[src/rtl/mem_arb_pkg.sv]
// ----------------------------------------------------------------------------
// mem_arb_pkg : shared widths and read-owner encoding for the memory port arbiter
// Rev 1.0
// ----------------------------------------------------------------------------
`default_nettype none

package mem_arb_pkg;

  localparam int DEF_ADDR_W = 16;
  localparam int DEF_DATA_W = 16;

  typedef enum logic [1:0] {
    OWN_NONE = 2'b00,
    OWN_IF   = 2'b01,
    OWN_LS   = 2'b10
  } own_t;

endpackage

`default_nettype wire

[src/rtl/mem_port_arbiter_rr_arb2.sv]
// ----------------------------------------------------------------------------
// rr_arb2 : two-input round-robin arbiter, req[0]=IF, req[1]=LS
// Rev 1.0
// ----------------------------------------------------------------------------
`default_nettype none

module rr_arb2 (
  input  logic       CLK,
  input  logic       RESET_N,
  input  logic [1:0] req,
  output logic [1:0] gnt
);

  // 0 = IF won last, 1 = LS won last; resetting to IF hands LS the first conflict
  logic r_last_ls;

  always_comb begin
    gnt = 2'b00;
    if (RESET_N) begin
      case (req)
        2'b01:   gnt = 2'b01;
        2'b10:   gnt = 2'b10;
        2'b11:   gnt = r_last_ls ? 2'b01 : 2'b10;
        default: gnt = 2'b00;
      endcase
    end
  end

  always_ff @(posedge CLK or negedge RESET_N) begin
    if (!RESET_N) begin
      r_last_ls <= 1'b0;
    end else if (gnt != 2'b00) begin
      r_last_ls <= gnt[1];
    end
  end

endmodule

`default_nettype wire

[src/rtl/mem_port_arbiter.sv]
// ----------------------------------------------------------------------------
// mem_port_arbiter : shares one sync-read memory port between IF and LS units
// Rev 1.0
// ----------------------------------------------------------------------------
`default_nettype none

module mem_port_arbiter
  import mem_arb_pkg::*;
#(
  parameter int ADDR_W  = DEF_ADDR_W,
  parameter int DATA_W  = DEF_DATA_W,
  parameter int MEM_LAT = 1
) (
  input  logic              CLK,
  input  logic              RESET_N,
  input  logic              if_req,
  input  logic [ADDR_W-1:0] if_addr,
  output logic              if_gnt,
  output logic              if_rvalid,
  output logic [DATA_W-1:0] if_rdata,
  input  logic              ls_req,
  input  logic              ls_we,
  input  logic [ADDR_W-1:0] ls_addr,
  input  logic [DATA_W-1:0] ls_wdata,
  output logic              ls_gnt,
  output logic              ls_rvalid,
  output logic [DATA_W-1:0] ls_rdata,
  output logic              mem_we,
  output logic [ADDR_W-1:0] mem_addr,
  output logic [DATA_W-1:0] mem_wdata,
  input  logic [DATA_W-1:0] mem_rdata
);

  logic [1:0] w_req;
  logic [1:0] w_gnt;
  own_t       w_own_in;
  own_t       r_own [MEM_LAT+1];

  assign w_req = {ls_req, if_req};

  rr_arb2 u_arb (
    .CLK     (CLK),
    .RESET_N (RESET_N),
    .req     (w_req),
    .gnt     (w_gnt)
  );

  assign if_gnt = w_gnt[0];
  assign ls_gnt = w_gnt[1];

  // Address/data hold when idle; only the write strobe is forced low
  always_ff @(posedge CLK or negedge RESET_N) begin
    if (!RESET_N) begin
      mem_we    <= 1'b0;
      mem_addr  <= '0;
      mem_wdata <= '0;
    end else if (ls_gnt) begin
      mem_we    <= ls_we;
      mem_addr  <= ls_addr;
      mem_wdata <= ls_wdata;
    end else if (if_gnt) begin
      mem_we    <= 1'b0;
      mem_addr  <= if_addr;
    end else begin
      mem_we    <= 1'b0;
    end
  end

  always_comb begin
    w_own_in = OWN_NONE;
    if (ls_gnt && !ls_we) begin
      w_own_in = OWN_LS;
    end else if (if_gnt) begin
      w_own_in = OWN_IF;
    end
  end

  // Stage 0 travels with the issued command; the last stage lines up with mem_rdata
  always_ff @(posedge CLK or negedge RESET_N) begin
    if (!RESET_N) begin
      for (int i = 0; i <= MEM_LAT; i++) begin
        r_own[i] <= OWN_NONE;
      end
    end else begin
      r_own[0] <= w_own_in;
      for (int i = 1; i <= MEM_LAT; i++) begin
        r_own[i] <= r_own[i-1];
      end
    end
  end

  assign if_rvalid = (r_own[MEM_LAT] == OWN_IF);
  assign ls_rvalid = (r_own[MEM_LAT] == OWN_LS);
  assign if_rdata  = mem_rdata;
  assign ls_rdata  = mem_rdata;

endmodule

`default_nettype wire

[config.mk]
export PLATFORM = sky130hd
export DESIGN_NAME = mem_port_arbiter
export DESIGN_NICKNAME = d
export VERILOG_FILES = /design/src/rtl/mem_arb_pkg.sv /design/src/rtl/mem_port_arbiter_rr_arb2.sv /design/src/rtl/mem_port_arbiter.sv
export SDC_FILE = /design/constraint.sdc
export NUM_CORES = 1
export LEC_CHECK = 0
export ABC_CLOCK_PERIOD_IN_PS = 2100
export CAP_MARGIN = 20
export CORE_MARGIN = 4
export CORE_UTILIZATION = 36
export DETAILED_ROUTE_END_ITERATION = 10
export PLACE_DENSITY_LB_ADDON = 0.15
export REMOVE_ABC_BUFFERS = 1
export SLEW_MARGIN = 20
export SYNTH_ARGS = -nofsm -noshare
export SYNTH_HDL_FRONTEND = slang
export SYNTH_HIERARCHICAL = 1
export SYNTH_SLANG_ARGS = --single-unit
[constraint.sdc]
create_clock -name CLK -period 2.1 [get_ports CLK]
set_input_delay 0.42 -clock CLK [delete_from_list [all_inputs] [get_ports CLK]]
set_output_delay 0.42 -clock CLK [all_outputs]
set_load 0.02 [all_outputs]
==> run_1/congestion_map.png <==
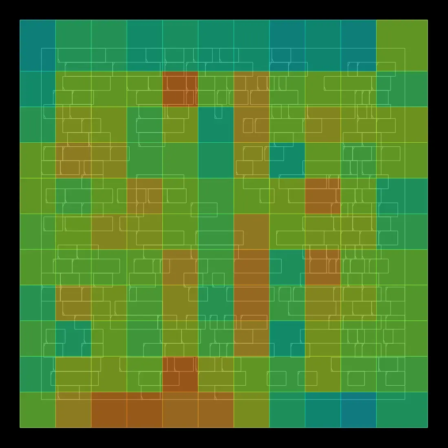
overall fraction of global-route tracks in use: 15.0%
Post-Route Utilization: 54.5%
drt wl/cell: 16.3 um

==> run_1/class_map.png <==
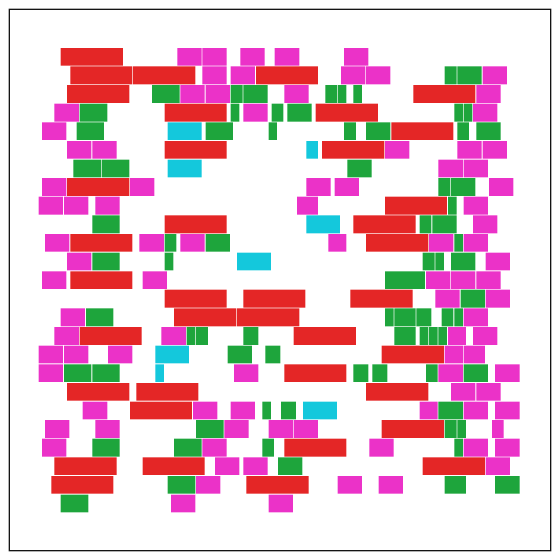
Key: green = remaining logic cells [cells 76, share of their area 22%]; cyan = clock drivers and dummy loads [cells 8, share of their area 3.6%]; red = registers [cells 38, share of their area 38%]; magenta = remaining buffers and delay cells [cells 93, share of their area 36%]

==> run_1/layers.png <==
Scale bar: 20 um.
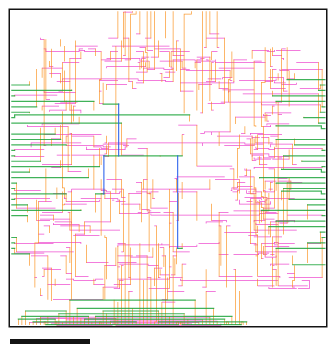
Key: green = M3 [wire length 840 um]; orange = M2 [wire length 1,900 um]; magenta = M1 [wire length 1,830 um]; blue = M4 [wire length 45.6 um]

==> PnR_summary.wiki, run 1 <==
== Flow metrics ==
{| class="wikitable"
! Metric !! Value
|-
| Sum of routed wire length over all layers || 4610 um
|-
| Worst setup SP type || primary input
|-
| Chip Width || 78.9 um
|-
| Via count of the first global-routing pass || 1,385
|-
| Top cell area share || 52.5%
|-
| Sequential Power Share || 42.3%
|-
| Met1 routed wirelength after detailed routing || 1830 um
|-
| Largest buffer count on any clock path || 2
|-
| Critical register-to-register path startpoint || u_arb/r_last_ls
|-
| Transition time at the pin with the least slew margin || 0.509 ns
|-
| Tally of non-filler cells in the final layout || 282
|-
| Post-synthesis sequential element count || 38
|-
| Max transition margin || 66.1%
|-
| Antenna diode count || 0
|-
| Launch point of the critical path || if_req
|-
| Synth warn || 6
|-
| Total die area || 6230 um^2
|-
| Proportion of register bits with asynchronous set or reset after synthesis || 100%
|-
| Leading post-synthesis cells by instance count || dfrtp_1, buf_4, nand2_1
|-
| Worst Reg-to-Reg Cells || 3
|-
| Sum of net half-perimeters after detailed placement || 3480 um
|-
| Share of the clock period used by the worst path || 93.4%
|-
| Detailed-route vias per instance || 4.60
|-
| Number of failing hold endpoints at the final stage || 0
|-
| Total Neg Setup Slack || 0 ns
|-
| Most Used Layer, Global Route || met2
|-
| Grt met2 use || 20.9%
|-
| Min Clock Period, post-route || 1.96 ns
|-
| Overall power || 2.25 mW
|-
| Final worst slack || 0.139 ns
|-
| Lkg Pwr || 1.07 nW
|-
| Required time of the critical path || 1.68 ns
|-
| Routability congestion estimate from global placement || 0.715
|-
| Area fraction in xor and xnor cells || 0%
|-
| Seq pwr || 952 uW
|-
| Sink Count || 38
|-
| Share of layout cells above drive strength 1 || 14.9%
|-
| Pwr per Cell Area || 863 nW/um^2
|-
| Post-synth EDFFs || 0
|-
| Most used standard cell by instance count after synthesis || dfrtp_1
|-
| Commonest non-fill, non-tap cell in the layout || clkdlybuf4s50_1
|-
| Number of setup violations in the final report || 0
|-
| Clk ins delay skew pair || 0.28 ns
|-
| Yosys cell types || 17
|-
| Setup crit end kind || primary output
|-
| Ys cells || 153
|-
| Io pins || 138
|-
| Detail Route Antenna Nets || 0
|-
| Residual DRC count || 0
|-
| Register share after synthesis || 52.5%
|-
| Growth of design area from synthesis to finish || 44.0%
|-
| Biggest power consumer among the groups || registers
|-
| Most common flop cell mapped by yosys || dfrtp_1
|-
| Max Clock Skew || 0.00372 ns
|-
| Core area || 4790 um^2
|-
| Max-capacitance violation count || 0
|-
| Met3 global-route usage || 12.6%
|-
| Die Height || 78.9 um
|-
| Cell area leaders || dfrtp_1, buf_4, mux2_2, mux2i_1, nand2_1
|-
| Placed Instances || 274
|-
| Total placed instance area || 2520 um^2
|-
| Worst flop-to-flop path endpoint || mem_wdata[5]
|-
| Clock tree from TritonCTS || yes
|-
| Switching power || 675 uW
|-
| Wire length of the first global-routing pass || 7150 um
|-
| Port buffer count || 89
|-
| Signal arrival time at the worst endpoint || 1.54 ns
|-
| Unrepaired setup endpoints after global routing || false
|-
| Portion of total power attributed to the clock network || 22.3%
|-
| Tool warnings || 25
|-
| Leading cell types in the layout, fill and taps excluded || clkdlybuf4s50_1, dfrtp_1, nand2_1
|-
| Peak ir drop on the vdd network || 0.440 mV
|-
| Run status || complete, no violations
|-
| Synthesized instance count || 153
|-
| Comb. pwr || 795 uW
|-
| Fmax || 510 MHz
|-
| Mean area per synthesized cell || 11.8 um^2
|-
| Complex-gate fraction of the synthesized area || 5.67%
|-
| Final nets || 283
|-
| Worst slack at placement || -0.141 ns
|-
| Number of clock buffers inserted by TritonCTS || 5
|-
| Dominant combinational cell family by area after synthesis || multiplexers
|-
| CP Class || primary input to primary output
|-
| Htree depth || 2
|-
| Detailed-routed wire length on met2 || 1900 um
|-
| Hold buffer count at CTS || 0
|-
| Worst min-delay path category || primary input to asynchronous set/reset pin
|-
| Met3 layer wire length in the routed design || 840 um
|-
| Worst Hold Slack || 0.221 ns
|-
| Initial DRT Pass Iterations || 3
|-
| Site Rows || 25
|-
| Cell resize tally after clock tree synthesis || 2
|-
| Largest driver fanout on the critical path || 3
|-
| Number of antenna violations at the first check in global routing || 0
|-
| Root Buffer || clkbuf_8
|-
| Combinational Power Share || 35.3%
|-
| Postcts setup bufs || 0
|-
| Area of all placed cells without fillers || 2610 um^2
|-
| Total congestion overflow after global routing || 0
|-
| Cell internal pwr || 1.57 mW
|-
| Top cell type by total area after synthesis || dfrtp_1
|-
| Clock group total power || 502 uW
|-
| Clock-pin slew reported for the worst setup and hold paths after clock tree synthesis || 0.07 ns
|-
| Basic Gates by Area || 5.81%
|-
| Netlist area before placement || 1810 um^2
|-
| Synthesized-area fraction occupied by adder cells || 0%
|-
| Largest net degree at the start of global routing || 51
|-
| Yosys Chip Area || 1810 um^2
|-
| Met1 track demand over resource || 16.7%
|-
| Pre-placement core utilization || 37.8%
|-
| Top routing layer used || met4
|-
| Net switching fraction of the power || 30.0%
|-
| Mux cell area share after synthesis || 18.8%
|-
| DR iter-0 viols || 17
|-
| Crit path to || if_gnt
|-
| Worst reg-to-reg setup slack || 0.54 ns
|-
| Total via count after detailed routing || 1,297
|-
| Slew Viols, Final || 0
|}
## run 1: worst max-delay path: stages
cell and delay, ns:
clkdlybuf4s50_1 0.55, nand2_1 0.08, a21oi_2 0.13, dlygate4sd2_1 0.35
## run 1: cell type report
| cell class | count | area [um^2] |
|---|---|---|
| fillers | 443 | 2180 |
| flip-flops and latches | 38 | 951 |
| repair buffers | 93 | 913 |
| multi-input cells | 75 | 563 |
| clock buffers | 7 | 86.3 |
| well taps | 67 | 83.8 |
| clock inverters | 1 | 5.00 |
| inverters | 1 | 3.75 |
## run 1: flip-flops by register name, summed over array words and instances (netlist names)
name / cells
mem_we: 1
mem_addr: 16
u_arb/r_last_ls: 1
r_own: 4
mem_wdata: 16
==> run 1 -> run 2 <==
--- a/config.mk
+++ b/config.mk
@@ -5,6 +5,7 @@
 export SDC_FILE = /design/constraint.sdc
 export NUM_CORES = 1
 export LEC_CHECK = 0
+export ABC_AREA = 1
 export ABC_CLOCK_PERIOD_IN_PS = 2100
 export CAP_MARGIN = 20
 export CORE_MARGIN = 4
@@ -12,6 +13,7 @@
 export DETAILED_ROUTE_END_ITERATION = 10
 export PLACE_DENSITY_LB_ADDON = 0.15
 export REMOVE_ABC_BUFFERS = 1
+export SETUP_SLACK_MARGIN = 0.4
 export SLEW_MARGIN = 20
 export SYNTH_ARGS = -nofsm -noshare
 export SYNTH_HDL_FRONTEND = slang
==> run_2/congestion_map.png <==
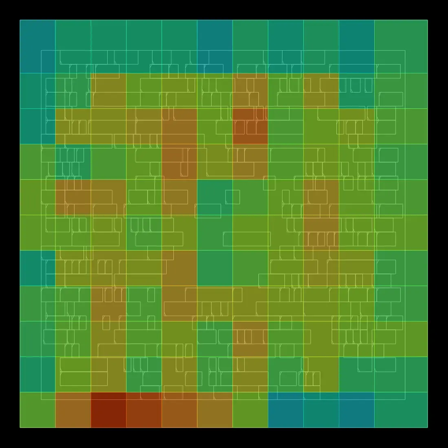
grt met2 use: 21.8%
Most Used Layer, Global Route: met1
met3 global-route usage: 10.3%
met1 track demand over resource: 22.8%

==> PnR_summary.wiki, run 2 <==
== Flow metrics ==
{| class="wikitable"
! Metric !! Value
|-
| Number of antenna violations at the first check in global routing || 0 (unchanged)
|-
| Area of all placed cells without fillers || 2710 um^2 (+4.0%)
|-
| Largest net degree at the start of global routing || 39 (-24%)
|-
| Final-layout clock-cell area share || 3.37% (-0.14 points)
|-
| Post-Route Utilization || 56.3% (+1.8 points)
|-
| Total congestion overflow after global routing || 0 (unchanged)
|-
| Dominant kind of cell || non-clock buffers
|-
| Max transition margin || 68.0% (+1.9 points)
|-
| Share of layout cells above drive strength 1 || 9.03% (-5.9 points)
|-
| Top routing layer used || met4
|-
| Launch point of the critical path || mem_addr[15]
|-
| Post-synthesis sequential element count || 38 (unchanged)
|-
| Root Buffer || clkbuf_8
|-
| Area taken by multi-input logic gates || 543 um^2 (-3.6%)
|-
| Worst min-delay path category || primary input to asynchronous set/reset pin
|-
| Total placed instance area || 2530 um^2 (+0.65%)
|-
| Met3 layer wire length in the routed design || 707 um (-16%)
|-
| Peak ir drop on the vdd network || 0.371 mV (-16%)
|-
| Antenna diode count || 0 (unchanged)
|-
| Proportion of register bits with asynchronous set or reset after synthesis || 100% (unchanged)
|-
| Cell with the largest stage delay on the worst path || clkdlybuf4s50_1
|-
| Unrepaired setup endpoints after global routing || false
|-
| Clock group total power || 508 uW (+1%)
|-
| Worst path top cell family by delay || buffers and inverters
|-
| CP Class || flip-flop to primary output
|-
| Most common flop cell mapped by yosys || dfrtp_1
|-
| Layout multi-input combinational cell count || 125 (+67%)
|-
| Seq pwr || 915 uW (-3.9%)
|-
| Ys cells || 213 (+39%)
|-
| Growth of design area from synthesis to finish || 47.9%
|-
| Buf/Inv on CP || 1 (-1)
|-
| Register share after synthesis || 51.9% (-0.65 points)
|-
| Net switching fraction of the power || 31.0% (+0.98 points)
|-
| Cell area leaders || dfrtp_1, nand2_1, buf_4, nand3_1, buf_6
|-
| Worst setup SP type || flip-flop
|-
| Top cell area share || 51.9% (-0.65 points)
|-
| Clock tree from TritonCTS || yes
|-
| Sequential cell area in the final layout || 951 um^2 (unchanged)
|-
| Yosys cell types || 11 (-6)
|-
| Core area || 4820 um^2 (+0.65%)
|-
| Sum of routed wire length over all layers || 5180 um (+12%)
|-
| Detailed-route vias per instance || 4.50 (-2.2%)
|-
| Most used standard cell by instance count after synthesis || nand2_1
|-
| Leading post-synthesis cells by instance count || nand2_1, dfrtp_1, buf_4
|-
| Clk ins delay skew pair || 0.28 ns (about the same)
|-
| Synth warn || 6 (unchanged)
|-
| Port buffer count || 89 (unchanged)
|-
| Number of well-tap cells placed || 67 (unchanged)
|-
| Slew Viols, Final || 0 (unchanged)
|-
| Largest buffer count on any clock path || 2 (unchanged)
|-
| Overall power || 2.10 mW (-6.6%)
|-
| Largest driver fanout on the critical path || 2 (-1)
|-
| Number of clock buffers inserted by TritonCTS || 5 (unchanged)
|-
| Top cell type by total area after synthesis || dfrtp_1
|-
| Total via count after detailed routing || 1,547 (+19%)
|-
| Tally of non-filler cells in the final layout || 344 (+22%)
|-
| Critical register-to-register path startpoint || u_arb/r_last_ls
|-
| Tool warnings || 26 (+4.0%)
|-
| Max-capacitance violation count || 0 (unchanged)
|-
| Worst reg-to-reg setup slack || 0.72 ns (+0.18 ns)
|-
| Synthesized instance count || 213 (+39%)
|-
| Netlist area before placement || 1830 um^2 (+1.2%)
|-
| Initial DRT Pass Iterations || 4 (+1)
|-
| Clock-pin slew reported for the worst setup and hold paths after clock tree synthesis || 0.07 ns (about the same)
|-
| Signal arrival time at the worst endpoint || 1.24 ns (-0.30 ns)
|-
| Htree depth || 2 (unchanged)
|-
| Die Height || 79.4 um (+0.56%)
|-
| Min Clock Period, post-route || 1.66 ns (-0.298 ns)
|-
| Detailed-routed wire length on met2 || 2170 um (+14%)
|-
| Chip Width || 79.4 um (+0.56%)
|-
| Switching power || 650 uW (-3.6%)
|-
| Worst Hold Slack || 0.223 ns (+0.00188 ns)
|-
| Final nets || 345 (+22%)
|-
| DR iter-0 viols || 76 (+59)
|-
| Worst flop-to-flop path endpoint || mem_addr[10]
|-
| Cell-by-cell trace of the critical path || clkdlybuf4s50_1
|-
| Residual DRC count || 0 (unchanged)
|-
| Cell depth of the worst setup path || 1 (-3)
|-
| Fmax || 601 MHz (+18%)
|-
| Commonest non-fill, non-tap cell in the layout || nand2_1
|-
| Combinational Power Share || 32.3% (-3.0 points)
|-
| Detail Route Antenna Nets || 0 (unchanged)
|-
| Portion of total power attributed to the clock network || 24.2% (+1.9 points)
|-
| Total die area || 6300 um^2 (+1.1%)
|-
| Io pins || 138 (unchanged)
|-
| Number of failing hold endpoints at the final stage || 0 (unchanged)
|-
| Comb. pwr || 677 uW (-15%)
|-
| Routability congestion estimate from global placement || 0.700 (-2.1%)
|-
| Largest incremental delay on the critical path || 0.62 ns (+0.07 ns)
|-
| Sequential Power Share || 43.6% (+1.3 points)
|-
| Number of setup violations in the final report || 0 (unchanged)
|-
| Clk_buf instances || 7 (unchanged)
|-
| Worst Reg-to-Reg Cells || 8 (+5)
|-
| Transition time at the pin with the least slew margin || 0.481 ns (-0.0283 ns)
|-
| Post-synth EDFFs || 0 (unchanged)
|-
| Lkg Pwr || 1.55 nW (+45%)
|-
| Run status || complete, no violations
|-
| Site Rows || 25 (unchanged)
|-
| Largest registers || mem_addr (16), mem_wdata (16), r_own (4)
|-
| FFs & Latches || 38 (unchanged)
|-
| Overall fraction of global-route tracks in use || 16.6% (+1.6 points)
|-
| Final-layout non-clock buffer area share || 37.1% (+2.1 points)
|-
| Crit path to || mem_addr[15]
|-
| Max Clock Skew || 0.00243 ns (-0.00129 ns)
|-
| Hold buffer count at CTS || 0 (unchanged)
|-
| Required time of the critical path || 1.68 ns (about the same)
|}
==> run_2/class_map.png <==
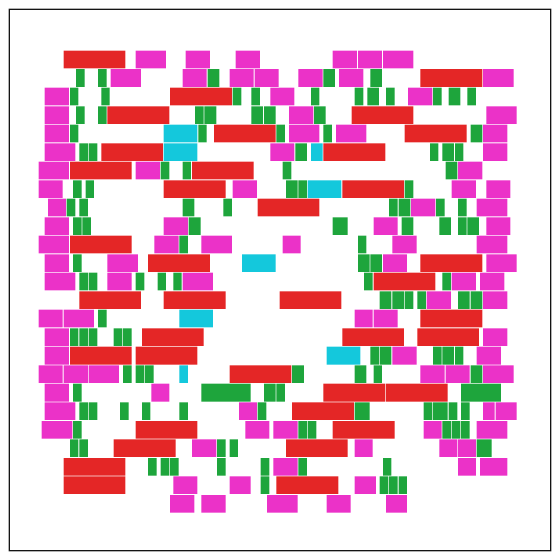
Key: cyan = clock drivers and dummy loads [cells 8, share of their area 3.5%]; green = remaining logic cells [cells 133, share of their area 22%]; red = registers [cells 38, share of their area 36%]; magenta = remaining buffers and delay cells [cells 98, share of their area 38%]

-- run 2: cell count changes in the layout (fill, tap and decap cells not counted), sizes merged, moves of 7 or more --
cell,previous run,this run
mux2,16,0
clkdlybuf4s50,86,58
nand2,18,87
inv,1,8
dlymetal6s2s,0,24
mux2i,16,0
buf,5,12
nand3,0,32
o21ai,16,0
-- run 2: kinds of logic (layout without fill, tap and decap cells) --
| group | count (synthesis) | count (layout) | share of synthesized area (%) |
|---|---|---|---|
| DFF | 38 | 38 | 51.9 |
| buffers and inverters | 50 | 114 | 19.4 |
| and+or+nand+nor | 124 | 124 | 28.5 |
| AOI/OAI and AO/OA | 1 | 1 | 0.273 |
-- run 2: timing repair --
item,in CTS,in global routing
gates resized,11,28
pin swaps,0,1
endpoints found under the setup margin,5,30
setup buffers,1,1
gates cloned,0,0
No activity file was given, so power comes from the tool's default toggle rates.
